## src/rtl/bus_sink_fifo.sv

```systemverilog
// Keyed bus sink: captures matching bus words into a FWFT FIFO drained by valid/ready.
// Capture latency 1 cycle; a match into a full FIFO with no pop is dropped and flagged sticky overflow.
module bus_sink_fifo #(
    parameter int                      DATA_BUS_SIZE = 16,
    parameter int                      KEY_SIZE      = 8,
    parameter logic [KEY_SIZE-1:0]     LISTEN_CODE   = '0,
    parameter int                      DEPTH         = 4
) (
    input  logic                       clk,
    input  logic                       rst,
    input  logic [DATA_BUS_SIZE-1:0]   bus_data,
    input  logic [KEY_SIZE-1:0]        key,
    input  logic                       strobe,
    output logic                       ack,
    output logic [DATA_BUS_SIZE-1:0]   out_data,
    output logic                       out_valid,
    input  logic                       out_ready,
    output logic [$clog2(DEPTH):0]     count,
    output logic                       overflow,
    input  logic                       clear_overflow
);

    localparam int PW = $clog2(DEPTH);
    localparam int CW = PW + 1;

    logic [DATA_BUS_SIZE-1:0] mem_q [DEPTH];
    logic [PW-1:0]            wr_ptr_q, wr_ptr_d;
    logic [PW-1:0]            rd_ptr_q, rd_ptr_d;
    logic [CW-1:0]            count_q, count_d;
    logic                     ack_q, ack_d;
    logic                     ovf_q, ovf_d;

    logic match, pop, push;

    assign out_valid = (count_q != '0);
    assign out_data  = out_valid ? mem_q[rd_ptr_q] : '0;
    assign count     = count_q;
    assign ack       = ack_q;
    assign overflow  = ovf_q;

    // A same-cycle pop frees the slot, so a full FIFO can still accept.
    assign match = strobe && (key == LISTEN_CODE);
    assign pop   = out_valid && out_ready;
    assign push  = match && ((count_q < CW'(DEPTH)) || pop);

    always_comb begin
        wr_ptr_d = wr_ptr_q;
        rd_ptr_d = rd_ptr_q;
        count_d  = count_q;
        ack_d    = push;
        ovf_d    = ovf_q;
        if (push) wr_ptr_d = wr_ptr_q + PW'(1);
        if (pop)  rd_ptr_d = rd_ptr_q + PW'(1);
        if (push && !pop)      count_d = count_q + CW'(1);
        else if (pop && !push) count_d = count_q - CW'(1);
        // Set beats clear when both happen in one cycle.
        if (match && !push)      ovf_d = 1'b1;
        else if (clear_overflow) ovf_d = 1'b0;
    end

    always_ff @(posedge clk) begin
        if (rst) begin
            wr_ptr_q <= '0;
            rd_ptr_q <= '0;
            count_q  <= '0;
            ack_q    <= 1'b0;
            ovf_q    <= 1'b0;
        end else begin
            wr_ptr_q <= wr_ptr_d;
            rd_ptr_q <= rd_ptr_d;
            count_q  <= count_d;
            ack_q    <= ack_d;
            ovf_q    <= ovf_d;
        end
    end

    // Storage needs no reset: entries are only visible through count.
    always_ff @(posedge clk) begin
        if (!rst && push) mem_q[wr_ptr_q] <= bus_data;
    end

endmodule

```

## config.mk

```make
export PLATFORM = sky130hd
export DESIGN_NAME = bus_sink_fifo
export DESIGN_NICKNAME = d
export VERILOG_FILES = /design/src/rtl/bus_sink_fifo.sv
export SDC_FILE = /design/constraint.sdc
export NUM_CORES = 1
export LEC_CHECK = 0
export CORE_MARGIN = 2
export CORE_UTILIZATION = 45
export CTS_CLUSTER_SIZE = 8
export DETAILED_ROUTE_END_ITERATION = 16
export GPL_TIMING_DRIVEN = 1
export PLACE_DENSITY = 0.72
export RECOVER_POWER = 100
export SETUP_SLACK_MARGIN = 0.05
export SYNTH_ARGS = -nofsm -noshare
export SYNTH_HDL_FRONTEND = slang
export SYNTH_SLANG_ARGS = --single-unit
```

## constraint.sdc

```tcl
create_clock -name clk -period 2.5 [get_ports clk]
set_input_delay 0.75 -clock clk [delete_from_list [all_inputs] [get_ports clk]]
set_output_delay 0.75 -clock clk [all_outputs]
set_load 0.005 [all_outputs]
```

Fig. 1: run 1, wiring by layer
(4 px per um)
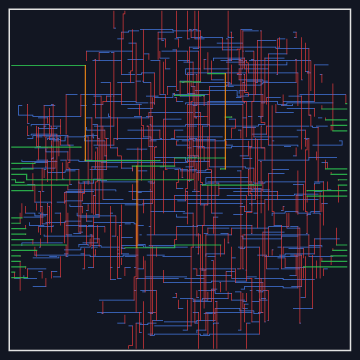
colour	layer	wire length
orange	met4	68.0 um
green	met3	345 um
red	met2	2650 um
blue	met1	2160 um

Fig. 2: run 1, clock nets
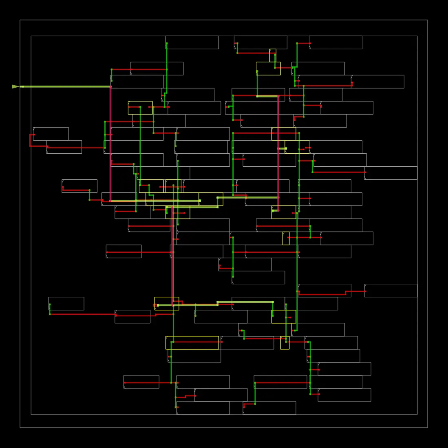
Clock Skew: 0.00533 ns
clock buffer count from CTS: 9
P_clk: 997 uW

Fig. 3: run 1, port wiring
(6 px per um)
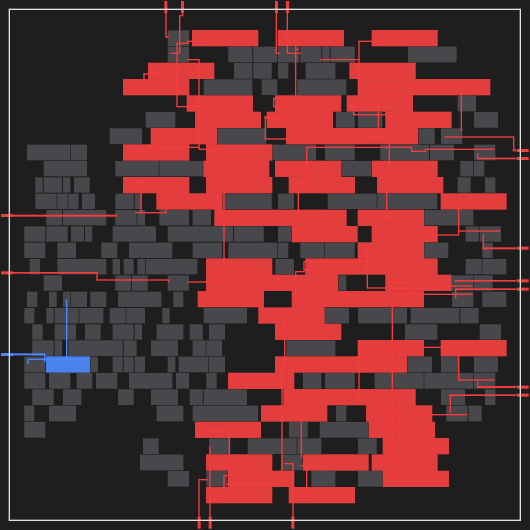
colour	port	direction	end cells	buffers	wire
red	bus_data	input	64	16	773 um
blue	overflow	output	1	1	27.3 um

Fig. 4: run 1, gate families picked out
(4 px per um)
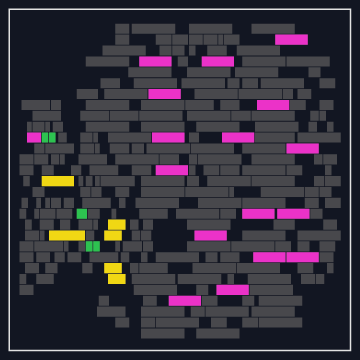
colour	family	cells
magenta	multiplexers	17
yellow	adder and majority cells	6
green	inverting AOI/OAI gates	5

==> results_dict.tcl, run 1 <==
# metrics dict for downstream scripts
set metrics [dict create \
    critPathRequiredTime_ns 1.75 \
    power_density_nw_per_um2 871 \
    flop_cell "edfxtp_1" \
    drive_gt1_frac 0.409 \
    syn2layout_area_growth_pct 39.7 \
    clockPowerShare 0.278 \
    cts.sinks 75 \
    clock.latency.late_pin_ns 0.33 \
    synth_area_leader_cell "edfxtp_1" \
    post_cts_resized 102 \
    coreArea_sq_um 6350 \
    async_flop_share 0 \
    synth_area_sq_um 2950 \
    clkTransAtPathRegs_ns 0.07 \
    ant_nets 0 \
    maxSlewViolCount 0 \
    grt_overflow 0 \
    route.detailed.vias_per_inst 5.04 \
    htree_levels 3 \
    power_leakage_uw 0.00149 \
    die_w_um 84.9 \
    portBuffers 50 \
    clk_path_buf_depth 2 \
    hp-class "reg2reg" \
    finalHoldViolCount 0 \
    ys_warn_count 0 \
    dpl.hpwl_um 3180 \
    min_period_ns 2.46 \
    setup_tns_ns 0 \
    finalWorstSetupSlack_ns 0.0411 \
    maxPowerGroup "sequential cells" \
    finalClockPeriodUsage 0.984 \
    synthMostInstantiatedCell "edfxtp_1" \
    cp_slowest_cell "mux4_2" \
    cp_slowest_stage_delay_ns 0.48 \
    setup_violations 0 \
    pg_comb_uw 1170 \
    final_util 0.649 \
    placedCellCount 298 \
    p_seq_uw 1420 \
    crit_top_cell "buf_12" \
    crit_family "multiplexers" \
    drc_errors 0 \
    finalPower_uw 3590 \
    wirelength_um 5220 \
    holdBufCountCts 0 \
    crit_type "reg2out" \
    post_drt_wl_per_cell_um 15.8 \
    holdPathStages 2 \
    slew-limit-headroom 0.838 \
    fin_cells 331 \
    outcome "completed" \
    swShare 0.240 \
    num_vias 1669 \
    rsz0062_at_grt "true" \
    synth_nets 194 \
    gp_congestion 0.675 \
    die-area_sq_um 7210 \
    postCtsSetupBuffers 14 \
    antenna_found_initial 0 \
    synth.distinct_cells 28 \
    initial_core_util 0.464 \
    sequentialPowerShare 0.396 \
    grt_start_max_net_pins 17 \
    root_buffer "clkbuf_8" \
    worst_hold_path.endpoint "count[2]" \
    r2r_end "count[2]" \
    switching_power_uw 859 \
    ios 51 \
    max_slew.worst_pin.slew_ns 0.243 \
    synth_top_area_share 0.652 \
    maxCapViolCount 0 \
    nets 284 \
    min_from "count[2]" \
    synth_area_per_cell_sq_um 18.5 \
    critPathLaunchType "flip-flop" \
    dr.pass1.iters 4 \
    fmax_ghz 0.407 \
]
-- run 1: layout make-up --
class | count | area [sq um] | area share
clock buffers | 12 | 145 | 0.0352
inverters | 4 | 15.0 | 0.00365
flip-flops and latches | 75 | 2150 | 0.521
clock inverters | 4 | 73.8 | 0.0179
multi-input cells | 73 | 817 | 0.198
repair buffers | 86 | 826 | 0.200
well taps | 77 | 96.3 | 0.0234
-- run 1: sequential cells by signal (all words and copies together) (netlist names), named ones only --
name,flops
wr_ptr_q,2
overflow,1
mem_q,64
ack,1
rd_ptr_q,2
count,3
-- run 1: cell families (layout without fill, tap and decap cells) --
kind of cell    count (synthesis)  in the layout  share of synthesized area
simple gates                   40             40                     0.0789
fa+ha+maj                       6              6                     0.0280
buf+inv                        11            106                     0.0161
mux                            17             17                      0.126
compound gates                  6              6                     0.0127
xor+xnor                        4              4                     0.0119
flops                          75             75                      0.727
-- run 1: worst max-delay path by stage --
stage	start	end	slack [ns]	depth (start not counted)
floorplan	key[3]	count[2]	-0.08	8
CTS	flip-flop	out_data[3]	0.03	5
finish	flip-flop	out_data[3]	0.04	5
global placement	key[3]	count[2]	-0.51	9
global route	flip-flop	out_data[3]	-0.03	5
detailed placement	key[3]	count[2]	-0.56	9
-- run 1: cells in the final DEF (no fill, tap or decap), types with 6 or more instances in the layout --
cell type      netlist  routed
edfxtp_1            64      64
dlygate4sd3_1        0      22
buf_6                0      17
buf_4                1      17
mux4_2              16      16
and2_4               0      11
dfxtp_1             11      10
clkbuf_8             0      10
buf_2                1       9
nor2_1               8       7
and2_1              20       6
-- run 1: layer usage --
metal  wire (um)  global-route usage  vias to the layer above
met1        2160               0.199                      819
met3         344              0.0554                        8
met2        2650               0.253                       51
met4          68              0.0649                        0
li1            -                   -                      791
met5           0                   0                        -
## Run 2: what changed since run 1
--- a/config.mk
+++ b/config.mk
@@ -7,9 +7,11 @@
 export LEC_CHECK = 0
 export CORE_MARGIN = 2
 export CORE_UTILIZATION = 45
+export CTS_BUF_LIST = sky130_fd_sc_hd__clkbuf_8 sky130_fd_sc_hd__clkbuf_16
 export CTS_CLUSTER_SIZE = 8
 export DETAILED_ROUTE_END_ITERATION = 16
 export GPL_TIMING_DRIVEN = 1
+export HOLD_SLACK_MARGIN = 0.05
 export PLACE_DENSITY = 0.72
 export RECOVER_POWER = 100
 export SETUP_SLACK_MARGIN = 0.05
Fig. 5: run 2, sequential cells grouped by signal name
(3 px per um) Other sequential cells in the stronger grey, the rest of the logic in the fainter grey.
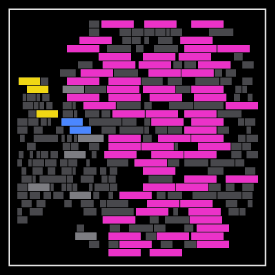
colour	signal	sequential cells
magenta	mem_q	64
yellow	count	3
blue	rd_ptr_q	2
not coloured	6

Fig. 6: run 2, wiring by layer
(4 px per um)
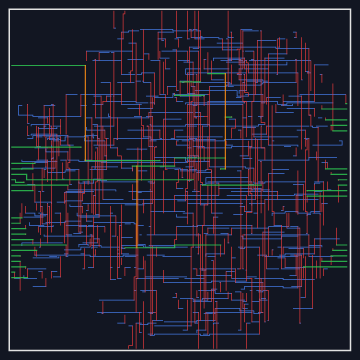
colour	layer	wire length
blue	met1	2160 um
orange	met4	68.0 um
green	met3	345 um
red	met2	2650 um

Fig. 7: run 2, gate families picked out
(4 px per um)
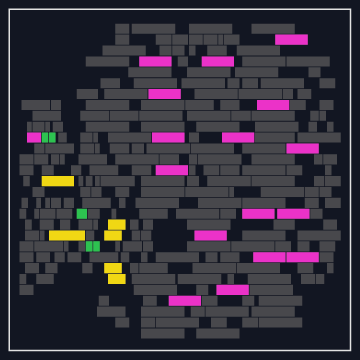
colour	family	cells
green	inverting AOI/OAI gates	5
magenta	multiplexers	17
yellow	adder and majority cells	6

==> run 2 against run 1 <==
- clock-buffer cell count is 2 lower
- wire length unchanged
- fmax unchanged
- via count did not move
- core utilization unchanged
- register-to-register slack about the same
- global-route usage unchanged
- critical path type unchanged
- largest cell class unchanged
==> results_dict.tcl, run 2 <==
# metrics dict for downstream scripts
set metrics [dict create \
    inverters 4 \
    slew-limit-headroom 0.838 \
    synthMostInstantiatedCell "edfxtp_1" \
    clk_share 0.0532 \
    wirelength_um 5220 \
    fmax_ghz 0.407 \
    nonClkBufAreaFrac 0.200 \
    crit_family "multiplexers" \
    finalHoldViolCount 0 \
    hp-class "reg2reg" \
    crit_type "reg2out" \
    cp_slowest_cell "mux4_2" \
    fin_cells 331 \
    cts.sinks 75 \
    nWellTaps 77 \
    cp_slowest_stage_delay_ns 0.48 \
    drive_gt1_frac 0.409 \
    synth_nets 194 \
    ys_warn_count 0 \
    maxCapViolCount 0 \
    numCtsBuffers 9 \
    critPathLaunchType "flip-flop" \
    ant_nets 0 \
    regArea_sq_um 2150 \
    skew_ns 0.00560 \
    largestClassByArea "sequential cells" \
    htree_levels 3 \
    ios 51 \
    seq_cells 75 \
    setup_tns_ns 0 \
    setup_violations 0 \
    finalPower_uw 3580 \
    sh_seq_area 0.521 \
    antenna_found_initial 0 \
    largest-register "mem_q" \
    portBuffers 50 \
    die_w_um 84.9 \
    power_density_nw_per_um2 869 \
    nNonClkBuffers 86 \
    synth.distinct_cells 28 \
    maxSlewViolCount 0 \
    synth_area_per_cell_sq_um 18.5 \
    finalWorstSetupSlack_ns 0.0411 \
    die-area_sq_um 7210 \
    gp_congestion 0.675 \
    async_flop_share 0 \
    comb_cells 73 \
    clkTransAtPathRegs_ns 0.07 \
    initial_core_util 0.464 \
    critPathRequiredTime_ns 1.75 \
    rsz0062_at_grt "true" \
    flop_cell "edfxtp_1" \
    route.detailed.vias_per_inst 5.04 \
    dpl.hpwl_um 3180 \
    coreArea_sq_um 6350 \
    outcome "completed" \
    clk_path_buf_depth 2 \
    synth_top_area_share 0.652 \
    drc_errors 0 \
    dr.pass1.iters 4 \
    final_layout_top_logic_cell "edfxtp_1" \
]
run 2: cell counts after synthesis:
Identical to the previous run, type by type.
run 2: power by group:
group	total, uW	switching (uW)	internal (uW)	leakage, uW
clock	989	407	582	0.000119
sequential	1420	33.2	1390	0.000665
combinational	1170	419	750	0.000717
run 2: metrics by stage:
step / util / hold slack [ns]
final: 0.649 / 0.523
after global routing: 0.649 / 0.535
after CTS: 0.644 / 0.520
after detailed placement: 0.591 / 0.510
after global placement: 0.591 / 0.513
after floorplan: - / 0.485
run 2: routing by layer:
| metal | track usage | wire, um |
|---|---|---|
| met1 | 0.199 | 2160 |
| met2 | 0.253 | 2650 |
| met3 | 0.0554 | 344 |
| met4 | 0.0649 | 68 |
| met5 | 0 | 0 |
run 2: path summary, 6_finish.rpt:
kind                      end  slack [ns]  depth (start not counted)
setup / recovery  out_data[3]        0.04                          5
hold / removal       count[2]        0.52                          2
setup reg to reg     count[2]        0.23                          9
hold reg to reg      count[2]        0.52                          2
run 2: what timing repair did:
item,4_1_cts,5_1_grt
cloned,1,0
pin swaps,22,6
buffers inserted,14,2
setup endpoints to repair,83,16
hold endpoints to repair,0,0
resized,102,24
hold buffers,0,0
run 2: logic make-up (layout without fill, tap and decap cells):
family | Yosys count | in the layout | synth area share
multiplexers | 17 | 17 | 0.126
AND/OR/NAND/NOR | 40 | 40 | 0.0789
AND-OR/OR-AND | 6 | 6 | 0.0127
buffers and inverters | 11 | 106 | 0.0161
XOR/XNOR | 4 | 4 | 0.0119
adder cells (fa/ha/maj) | 6 | 6 | 0.0280
flip-flops | 75 | 75 | 0.727
Power and IR drop assume default switching activity.
